Run 1, sequential cells grouped by signal name:
Bar = 20 um. Other sequential cells in the stronger grey, the rest of the logic in the fainter grey.
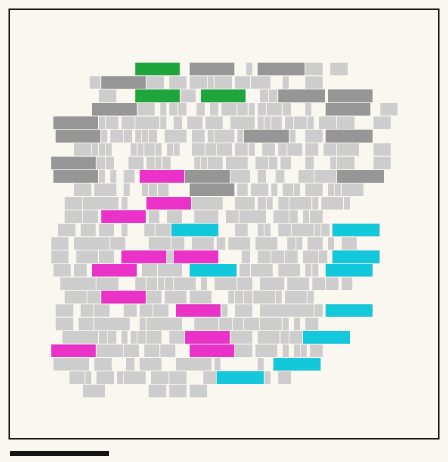
Run 1, layout detail:
Bar = 5 um. Region (33, 51) to (53, 71) um. Cells in grey, sequential cells in the stronger grey; small squares are vias.
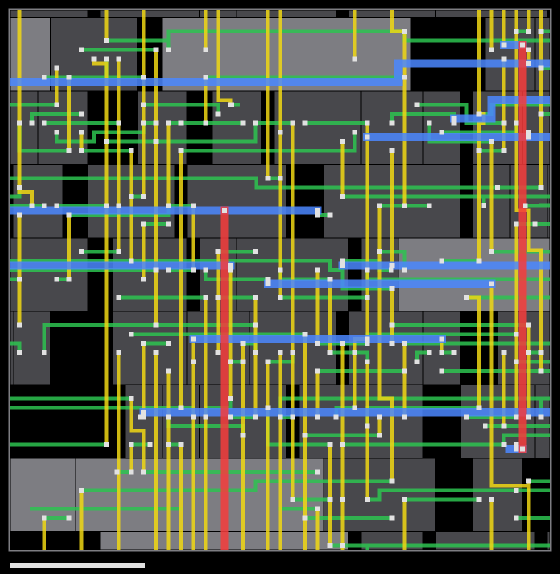
Run 1, signal wires by layer:
Bar = 20 um.
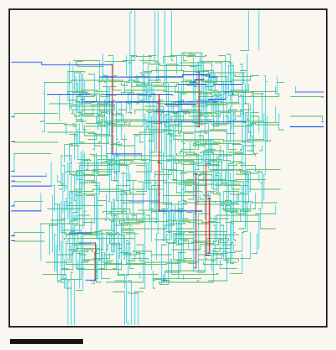
===== src/rtl/rock_pkg.sv =====
// Shared definitions for the rocking regulator: FSM states and axis/direction codes.
package rock_pkg;

    typedef enum logic [2:0] {
        S_INIT    = 3'd0,
        S_MEAS    = 3'd1,
        S_EVAL    = 3'd2,
        S_STEP    = 3'd3,
        S_RECOVER = 3'd4
    } state_e;

    localparam logic AXIS_FREQ = 1'b0;
    localparam logic AXIS_AMP  = 1'b1;
    localparam logic DIR_UP    = 1'b0;
    localparam logic DIR_DN    = 1'b1;

endpackage


===== src/rtl/stress_avg.sv =====
// Stress accumulator: sums huil_vol + weighted hartslag over 2**AVG_LOG samples
// and flags the sample that completes a window.
module stress_avg #(
    parameter int DATA_W   = 8,
    parameter int AVG_LOG  = 2,
    parameter int HR_SHIFT = 1
) (
    input  logic              clk,
    input  logic              reset,
    input  logic              clr,
    input  logic              add,
    input  logic [DATA_W-1:0] huil_vol,
    input  logic [DATA_W-1:0] hartslag,
    output logic [DATA_W:0]   avg,
    output logic              done
);

    localparam int ACC_W = DATA_W + 1 + AVG_LOG;
    localparam int CNT_W = AVG_LOG + 1;
    localparam logic [CNT_W-1:0] CNT_LAST = CNT_W'((1 << AVG_LOG) - 1);

    logic [DATA_W:0]  stress;
    logic [ACC_W-1:0] acc_q, acc_d;
    logic [CNT_W-1:0] cnt_q, cnt_d;

    // One extra bit keeps the weighted sum from overflowing.
    assign stress = {1'b0, huil_vol} + ({1'b0, hartslag} >> HR_SHIFT);
    assign done   = add && (cnt_q == CNT_LAST);
    assign avg    = acc_q[ACC_W-1:AVG_LOG];

    // Clear wins over accumulate; the counter restarts once a window completes.
    always_comb begin
        acc_d = acc_q;
        cnt_d = cnt_q;
        if (clr) begin
            acc_d = '0;
            cnt_d = '0;
        end else if (add) begin
            acc_d = acc_q + ACC_W'(stress);
            cnt_d = done ? '0 : cnt_q + CNT_W'(1);
        end
    end

    // Accumulator and sample counter registers.
    always_ff @(posedge clk or negedge reset) begin
        if (!reset) begin
            acc_q <= '0;
            cnt_q <= '0;
        end else begin
            acc_q <= acc_d;
            cnt_q <= cnt_d;
        end
    end

endmodule


===== src/rtl/rock_regulator.sv =====
// Hill-climb rocking regulator: alternates amp/freq steps, keeps the best averaged
// stress and restarts the search when the path is lost or on external request.
module rock_regulator
    import rock_pkg::*;
#(
    parameter int DATA_W     = 8,
    parameter int LVL_W      = 3,
    parameter int AVG_LOG    = 2,
    parameter int HR_SHIFT   = 1,
    parameter int MARGIN     = 16,
    parameter int LOST_LIMIT = 4,
    parameter int AMP_INIT   = 3,
    parameter int FREQ_INIT  = 3,
    localparam int LC_W      = $clog2(LOST_LIMIT + 1)
) (
    input  logic              clk,
    input  logic              reset,
    input  logic              enable,
    input  logic              herstart,
    input  logic              sample_valid,
    input  logic [DATA_W-1:0] huil_vol,
    input  logic [DATA_W-1:0] hartslag,
    output logic [LVL_W-1:0]  amp,
    output logic [LVL_W-1:0]  freq,
    output logic              eval_pulse,
    output logic              restart,
    output logic [LC_W-1:0]   lost_cnt
);

    localparam logic [LVL_W-1:0] LVL_MAX = {LVL_W{1'b1}};

    state_e            state_q, state_d;
    logic [DATA_W:0]   best_q, best_d;
    logic [LVL_W-1:0]  amp_q, amp_d, freq_q, freq_d, lvl;
    logic              axis_q, axis_d, dir_q, dir_d;
    logic [LC_W-1:0]   lost_q, lost_d;
    logic              eval_q, eval_d, restart_q, restart_d;
    logic [DATA_W:0]   avg;
    logic              avg_done, avg_clr, avg_add, worse;

    assign avg_add = sample_valid && (state_q == S_MEAS);
    assign avg_clr = (state_q != S_MEAS) || herstart || !enable;

    stress_avg #(
        .DATA_W  (DATA_W),
        .AVG_LOG (AVG_LOG),
        .HR_SHIFT(HR_SHIFT)
    ) u_avg (
        .clk     (clk),
        .reset   (reset),
        .clr     (avg_clr),
        .add     (avg_add),
        .huil_vol(huil_vol),
        .hartslag(hartslag),
        .avg     (avg),
        .done    (avg_done)
    );

    // Extra headroom bit so best=all-ones plus MARGIN cannot wrap.
    assign worse = {1'b0, avg} > ({1'b0, best_q} + (DATA_W + 2)'(MARGIN));

    // Next-state logic; levels move on entry to S_STEP so a new level shows two
    // cycles after the last sample.
    always_comb begin
        state_d   = state_q;
        best_d    = best_q;
        amp_d     = amp_q;
        freq_d    = freq_q;
        axis_d    = axis_q;
        dir_d     = dir_q;
        lost_d    = lost_q;
        eval_d    = 1'b0;
        restart_d = 1'b0;
        lvl       = '0;
        if (herstart && state_q != S_RECOVER) begin
            state_d = S_RECOVER;
        end else if (!enable) begin
            state_d = S_INIT;
        end else begin
            unique case (state_q)
                S_INIT: state_d = S_MEAS;
                S_MEAS: begin
                    if (avg_done) begin
                        state_d = S_EVAL;
                        eval_d  = 1'b1;
                    end
                end
                S_EVAL: begin
                    if (avg < best_q) begin
                        best_d = avg;
                        lost_d = '0;
                    end else begin
                        dir_d  = ~dir_q;
                        axis_d = ~axis_q;
                        lost_d = worse ? lost_q + LC_W'(1) : '0;
                    end
                    if (lost_d == LC_W'(LOST_LIMIT)) begin
                        state_d = S_RECOVER;
                    end else begin
                        state_d = S_STEP;
                        // Saturated levels bounce back instead of wrapping.
                        lvl = (axis_d == AXIS_AMP) ? amp_q : freq_q;
                        if (dir_d == DIR_UP) begin
                            if (lvl == LVL_MAX) begin
                                lvl   = lvl - LVL_W'(1);
                                dir_d = DIR_DN;
                            end else begin
                                lvl = lvl + LVL_W'(1);
                            end
                        end else begin
                            if (lvl == '0) begin
                                lvl   = lvl + LVL_W'(1);
                                dir_d = DIR_UP;
                            end else begin
                                lvl = lvl - LVL_W'(1);
                            end
                        end
                        if (axis_d == AXIS_AMP) amp_d = lvl;
                        else                    freq_d = lvl;
                    end
                end
                S_STEP:    state_d = S_MEAS;
                S_RECOVER: state_d = S_INIT;
                default:   state_d = S_INIT;
            endcase
        end
        // Everything re-seeds on entry to S_RECOVER so the pulse cycle shows INIT levels.
        if (state_d == S_RECOVER) begin
            restart_d = 1'b1;
            amp_d     = LVL_W'(AMP_INIT);
            freq_d    = LVL_W'(FREQ_INIT);
            best_d    = '1;
            lost_d    = '0;
            axis_d    = AXIS_FREQ;
            dir_d     = DIR_UP;
        end
    end

    // State and registered outputs.
    always_ff @(posedge clk or negedge reset) begin
        if (!reset) begin
            state_q   <= S_INIT;
            best_q    <= '1;
            amp_q     <= LVL_W'(AMP_INIT);
            freq_q    <= LVL_W'(FREQ_INIT);
            axis_q    <= AXIS_FREQ;
            dir_q     <= DIR_UP;
            lost_q    <= '0;
            eval_q    <= 1'b0;
            restart_q <= 1'b0;
        end else begin
            state_q   <= state_d;
            best_q    <= best_d;
            amp_q     <= amp_d;
            freq_q    <= freq_d;
            axis_q    <= axis_d;
            dir_q     <= dir_d;
            lost_q    <= lost_d;
            eval_q    <= eval_d;
            restart_q <= restart_d;
        end
    end

    assign amp        = amp_q;
    assign freq       = freq_q;
    assign eval_pulse = eval_q;
    assign restart    = restart_q;
    assign lost_cnt   = lost_q;

endmodule


===== config.mk =====
export PLATFORM = sky130hd
export DESIGN_NAME = rock_regulator
export DESIGN_NICKNAME = d
export VERILOG_FILES = /design/src/rtl/rock_pkg.sv /design/src/rtl/stress_avg.sv /design/src/rtl/rock_regulator.sv
export SDC_FILE = /design/constraint.sdc
export NUM_CORES = 1
export LEC_CHECK = 0
export CORE_MARGIN = 8
export CORE_UTILIZATION = 57
export CTS_CLUSTER_DIAMETER = 40
export DETAILED_ROUTE_END_ITERATION = 8
export GPL_TIMING_DRIVEN = 0
export PLACE_DENSITY = 0.87
export RECOVER_POWER = 50
export SYNTH_ARGS = -nofsm -noshare
export SYNTH_HDL_FRONTEND = slang
export SYNTH_SLANG_ARGS = --single-unit

===== constraint.sdc =====
create_clock -name clk -period 4.6 [get_ports clk]
set_clock_uncertainty 0.15 [all_clocks]
set_input_delay 1.15 -clock clk [delete_from_list [all_inputs] [get_ports clk]]
set_output_delay 1.15 -clock clk [all_outputs]
set_load 0.02 [all_outputs]

==> run notes, run 1 <==
impl run done, here's what came out: worst setup margin=between 500 and 600 ps, Top-area cell share=0.2279, Max-Cap Viols=1, hold_sp=u_avg.cnt_q[0], Post-synth EDFFs=0, dpl hpwl=between 5000 and 6000 um, Hold Path Depth=1, YS chip area=~0.0029 mm^2, row cnt=25, violated checks=max-capacitance violations, max-slew violations, # diodes=0, Log Warnings=29, achievable frequency=approximately 0.25 GHz, Final period util=0.8861, hold slack=roughly 350 ps, Startpoint Class=flip-flop, Finished Cell Area=0.003339 mm^2, Hold Vio Cnt, Final=0, Detail Route Antenna Nets=0, Yosys Instances=~290, H-tree levels=2, yosys xor share=0.03988, Syn Inst Count=between 200 and 300, Hold WC Path Type=flip-flop to flip-flop, simple share=0.1450, Adder Share, Synth=0.1876, Slew Viols, Final=~40, outcome=complete, but fails checks
## Picture notes: 'sequential cells grouped by signal name'
legend:
  green:
    netlist_name: `lost_cnt`
    flops: 3
  cyan:
    netlist_name: `best_q`
    flops: 9
  magenta:
    netlist_name: `u_avg.acc_q`
    flops: 11
not coloured: 16
FF+latch area: 992.2 um^2
Seq/total area: 0.2971
utilization after layout: 0.6978
Seq group: 348 uW

## Picture notes: 'layout detail'
legend:
  green:
    layer: met1
  red:
    layer: met4
  blue:
    layer: met3
  yellow:
    layer: met2
most frequent: nor2_1 (4), a21oi_1 (4)
cells with their middle in the window: 38
sequential cells in the window: 3

## Picture notes: 'signal wires by layer'
legend:
  green:
    layer: met1
    wire_length: 2750 um
  red:
    layer: met4
    wire_length: 148 um
  cyan:
    layer: met2
    wire_length: 3280 um
  blue:
    layer: met3
    wire_length: 295 um
DRT Wirelength: 6464 um
DR WL/cell: 16.49 um
via count: 2308

run 1: flip-flops by register name (all words and copies together), names as in the netlist:
register,count
u_avg.acc_q,11
best_q,9
amp,3
freq,3
lost_cnt,3
state_q,3
u_avg.cnt_q,3
axis_q,1
dir_q,1
eval_pulse,1
restart,1
run 1: routing by layer:
layer / global-route usage / vias to the layer above / part of all wire
met3: 0.03970 / 16 / 0.045
li1: - / 1115 / -
met5: 0 / - / 0
met1: 0.2235 / 1115 / 0.42
met2: 0.3215 / 62 / 0.51
met4: 0.06886 / 0 / 0.023
run 1: power breakdown:
group	leakage [uW]	switching [uW]	total, uW	internal (uW)
Clock	0.0000524	117	280	162
Combinational	0.00111	54.8	102	46.8
Sequential	0.000496	2.34	348	346
--- run 2 (diff from run 1) ---
REMOVE_ABC_BUFFERS = 1   (was not set)
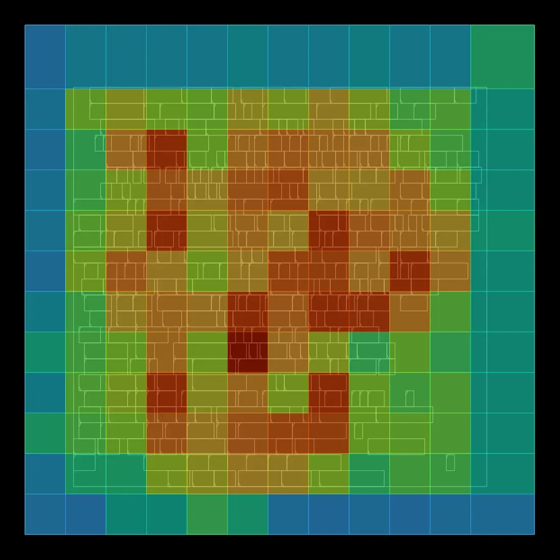
Run 2: track usage over the die
utilization after layout: 0.6957
GRT busiest layer: met2
grt met3 use: 0.02647

==> run notes, run 2 <==
impl run done, here's what came out: uppermost layer routed=met4, met1 GRT Util=0.2099 (-0.01363), Synth top cells by count=ha_1 (30), dfrtp_1 (26), inv_1 (23), nor2_1 (21), nand2_1 (20), Syn Inst Count=287 (unchanged), yosys xor share=0.03988 (unchanged), Seq group=348 uW (about the same), violated checks=max-capacitance violations, max-slew violations, Hold WC Path Type=flip-flop to flip-flop, Final period util=0.8675 (-0.01859), # IOs=32, Die Area=roughly 0.0075 mm^2, Adder Share, Synth=0.1876 (unchanged), simple share=0.1450 (unchanged), Startpoint Class=input port, DRT Wirelength=6175 um (-4.5%), Mean Syn Cell Area=9.949 um^2, Detail Route Antenna Nets=0 (unchanged), Top pwr grp=registers, Largest Register=u_avg.acc_q, met3 wire length=185 um (-37%), worst setup margin=609.4 ps (+85.50 ps), DR WL/cell=16.00 um (-3.0%), GR Util met2=0.3090 (-0.01250), biggest regs=u_avg.acc_q x11, best_q x9, achievable frequency=0.2506 GHz (+2.1%), P_sw=181.6 uW (+4.2%), outcome=complete, but fails checks, Clk pwr share=0.393 (+0.010), Top-area cell share=0.2279 (unchanged), # diodes=0 (unchanged), Comb pwr share=0.133 (-0.006), Seq pwr share=0.474 (-0.003), Hold Vio Cnt, Final=0 (unchanged), Post-synth EDFFs=0 (unchanged), dpl hpwl=4844 um (-3.5%), Yosys Instances=287 (unchanged), most numerous logic cells after layout=ha_1 (30), dfrtp_1 (26), clkdlybuf4s50_1 (24), Log Warnings=28 (-3.4%), Int Pwr=552.9 uW (-0.36%), met2 WL=3176 um (-3.0%), P_clk=289 uW (+3%), via count=2287 (-0.91%), Slew Viols, Final=40 (unchanged), Max-Cap Viols=1 (unchanged), hold_sp=best_q[0], row cnt=25 (unchanged), YS chip area=0.002855 mm^2 (unchanged), max FFs per register=11 (unchanged)
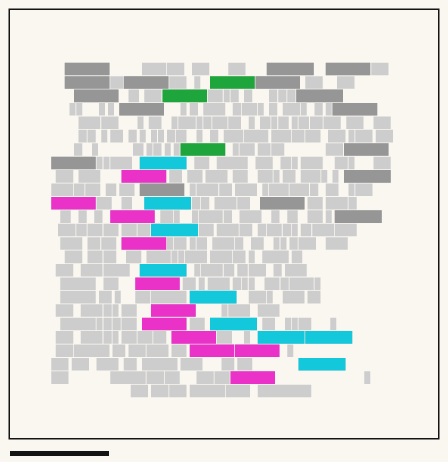
Run 2: sequential cells grouped by signal name
Bar = 20 um. Other sequential cells in the stronger grey, the rest of the logic in the fainter grey.
legend:
  magenta:
    netlist_name: `u_avg.acc_q`
    flops: 11
  green:
    netlist_name: `lost_cnt`
    flops: 3
  cyan:
    netlist_name: `best_q`
    flops: 9
Seq/total area: 0.2980

-- run 2: final cells by class --
cell class              count  area [um^2]  area share
inverters                  23        86.33     0.02593
well taps                  67        83.83     0.02518
flip-flops and latches     39        992.2      0.2980
clock buffers               5        68.82     0.02067
repair buffers             31        305.3     0.09169
clock inverters             3        43.79     0.01315
multi-input cells         218         1749      0.5254
-- run 2: through the flow --
step	total power [uW]	hold WS (ps)	area (um^2)	std cells
5_1_grt	763.8	398.5	3329	386
3_3_place_gp	449.0	336.9	3207	377
6_report	734.5	362.9	3329	386
2_1_floorplan	412.8	313.7	2823	280
4_1_cts	743.2	369.1	3331	386
3_5_place_dp	453.8	357.0	3218	378
-- run 2: tightest hold or removal path: stages (launching register included) --
cell	delay (ps)
dfstp_2	380
nand2_1	50
o211ai_1	80
--- run 3 (diff from run 2) ---
GPL_TIMING_DRIVEN = not set   (was 0)
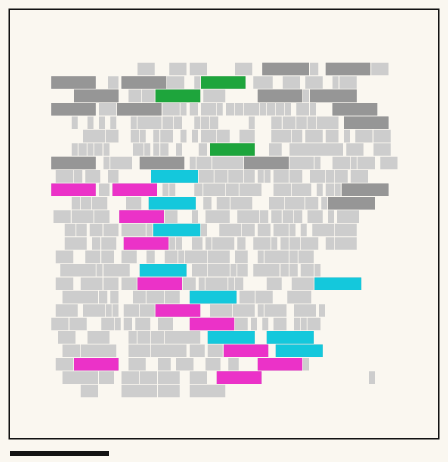
Run 3: sequential cells grouped by signal name
Bar = 20 um. Other sequential cells in the stronger grey, the rest of the logic in the fainter grey.
Seq/total area: 0.2983
utilization after layout: 0.6949

==> run notes, run 3 <==
impl run done, here's what came out: Log Warnings=28 (unchanged), violated checks=max-capacitance violations, max-slew violations, # diodes=0 (unchanged), Max-Cap Viols=1 (unchanged), worst setup margin=468.6 ps (-140.8 ps), Startpoint Class=flip-flop, GR Util met2=0.3049 (-0.004167), DP Cell Count=378 (unchanged), GRT busiest layer=met2, max FFs per register=11 (unchanged), P_sw=180.6 uW (-0.55%), Seq pwr share=0.474 (about the same), met2 WL=3183 um (+0.22%), outcome=complete, but fails checks, Synth top cells by count=ha_1 (30), dfrtp_1 (26), inv_1 (23), nor2_1 (21), nand2_1 (20), Detail Route Antenna Nets=0 (unchanged), Top pwr grp=registers, met1 GRT Util=0.2087 (-0.001147), Syn Inst Count=287 (unchanged), P_clk=288 uW (about the same), met3 wire length=252 um (+36%), Mean Syn Cell Area=9.949 um^2 (unchanged), hold_sp=best_q[0], DR WL/cell=16.41 um (+2.6%), Clk pwr share=0.392 (about the same), Largest Register=u_avg.acc_q, Post-synth EDFFs=0 (unchanged), dpl hpwl=4787 um (-1.2%), Finished Cell Area=0.003326 mm^2 (-0.11%), Final Non-Filler Cells=386 (unchanged), worst-path fanout max=7, achievable frequency=0.2420 GHz (-3.4%), Buf/Inv on CP=1, Hold Vio Cnt, Final=0 (unchanged), Yosys Instances=287 (unchanged), total design power=733.5 uW (-0.15%), Seq group=348 uW (about the same), placed cell area=0.003214 mm^2 (-0.12%), via count=2272 (-0.66%), biggest regs=u_avg.acc_q x11, best_q x9, most numerous logic cells after layout=ha_1 (30), dfrtp_1 (26), clkdlybuf4s50_1 (24), FF+latch area=992.2 um^2 (unchanged), Slew Viols, Final=40 (unchanged), Comb pwr share=0.134 (about the same), Die Area=0.007530 mm^2 (unchanged), YS chip area=0.002855 mm^2 (unchanged), Hold WC Path Type=flip-flop to flip-flop, Final period util=0.8981 (+0.03062)
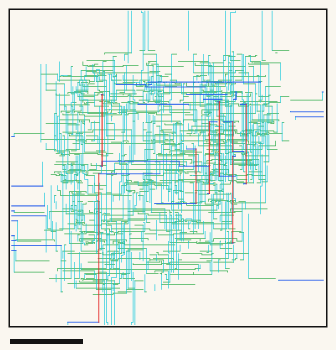
Run 3: signal wires by layer
Bar = 20 um.
legend:
  cyan:
    layer: met2
    wire_length: 3180 um
  blue:
    layer: met3
    wire_length: 253 um
  green:
    layer: met1
    wire_length: 2730 um
  red:
    layer: met4
    wire_length: 169 um

-- run 3: netlist changes by cell type in the layout (fill, tap and decap cells not counted) --
cell	change
buf_6	-1
buf_4	+1
-- run 3: kinds of logic (layout without fill, tap and decap cells) --
kind of cell               Yosys count  in the layout  share of synthesized area
AOI/OAI and AO/OA                   81             81                     0.2134
xor gates and xnor gates            13             13                    0.03988
muxes                                7              7                    0.02498
buffers and inverters               30             62                    0.04163
adders and majority gates           38             38                     0.1876
and+or+nand+nor                     79             79                     0.1451
DFF                                 39             39                     0.3475
-- run 3: area by class of cell --
type,instances,share of cell area
Clock buffer,5,0.02069
Clock inverter,3,0.01317
Inverter,23,0.02596
Multi-Input combinational cell,218,0.5260
Sequential cell,39,0.2983
Tap cell,67,0.02521
Timing Repair Buffer,31,0.09067
Power figures rest on the tool's default switching activity, not on a simulated workload.
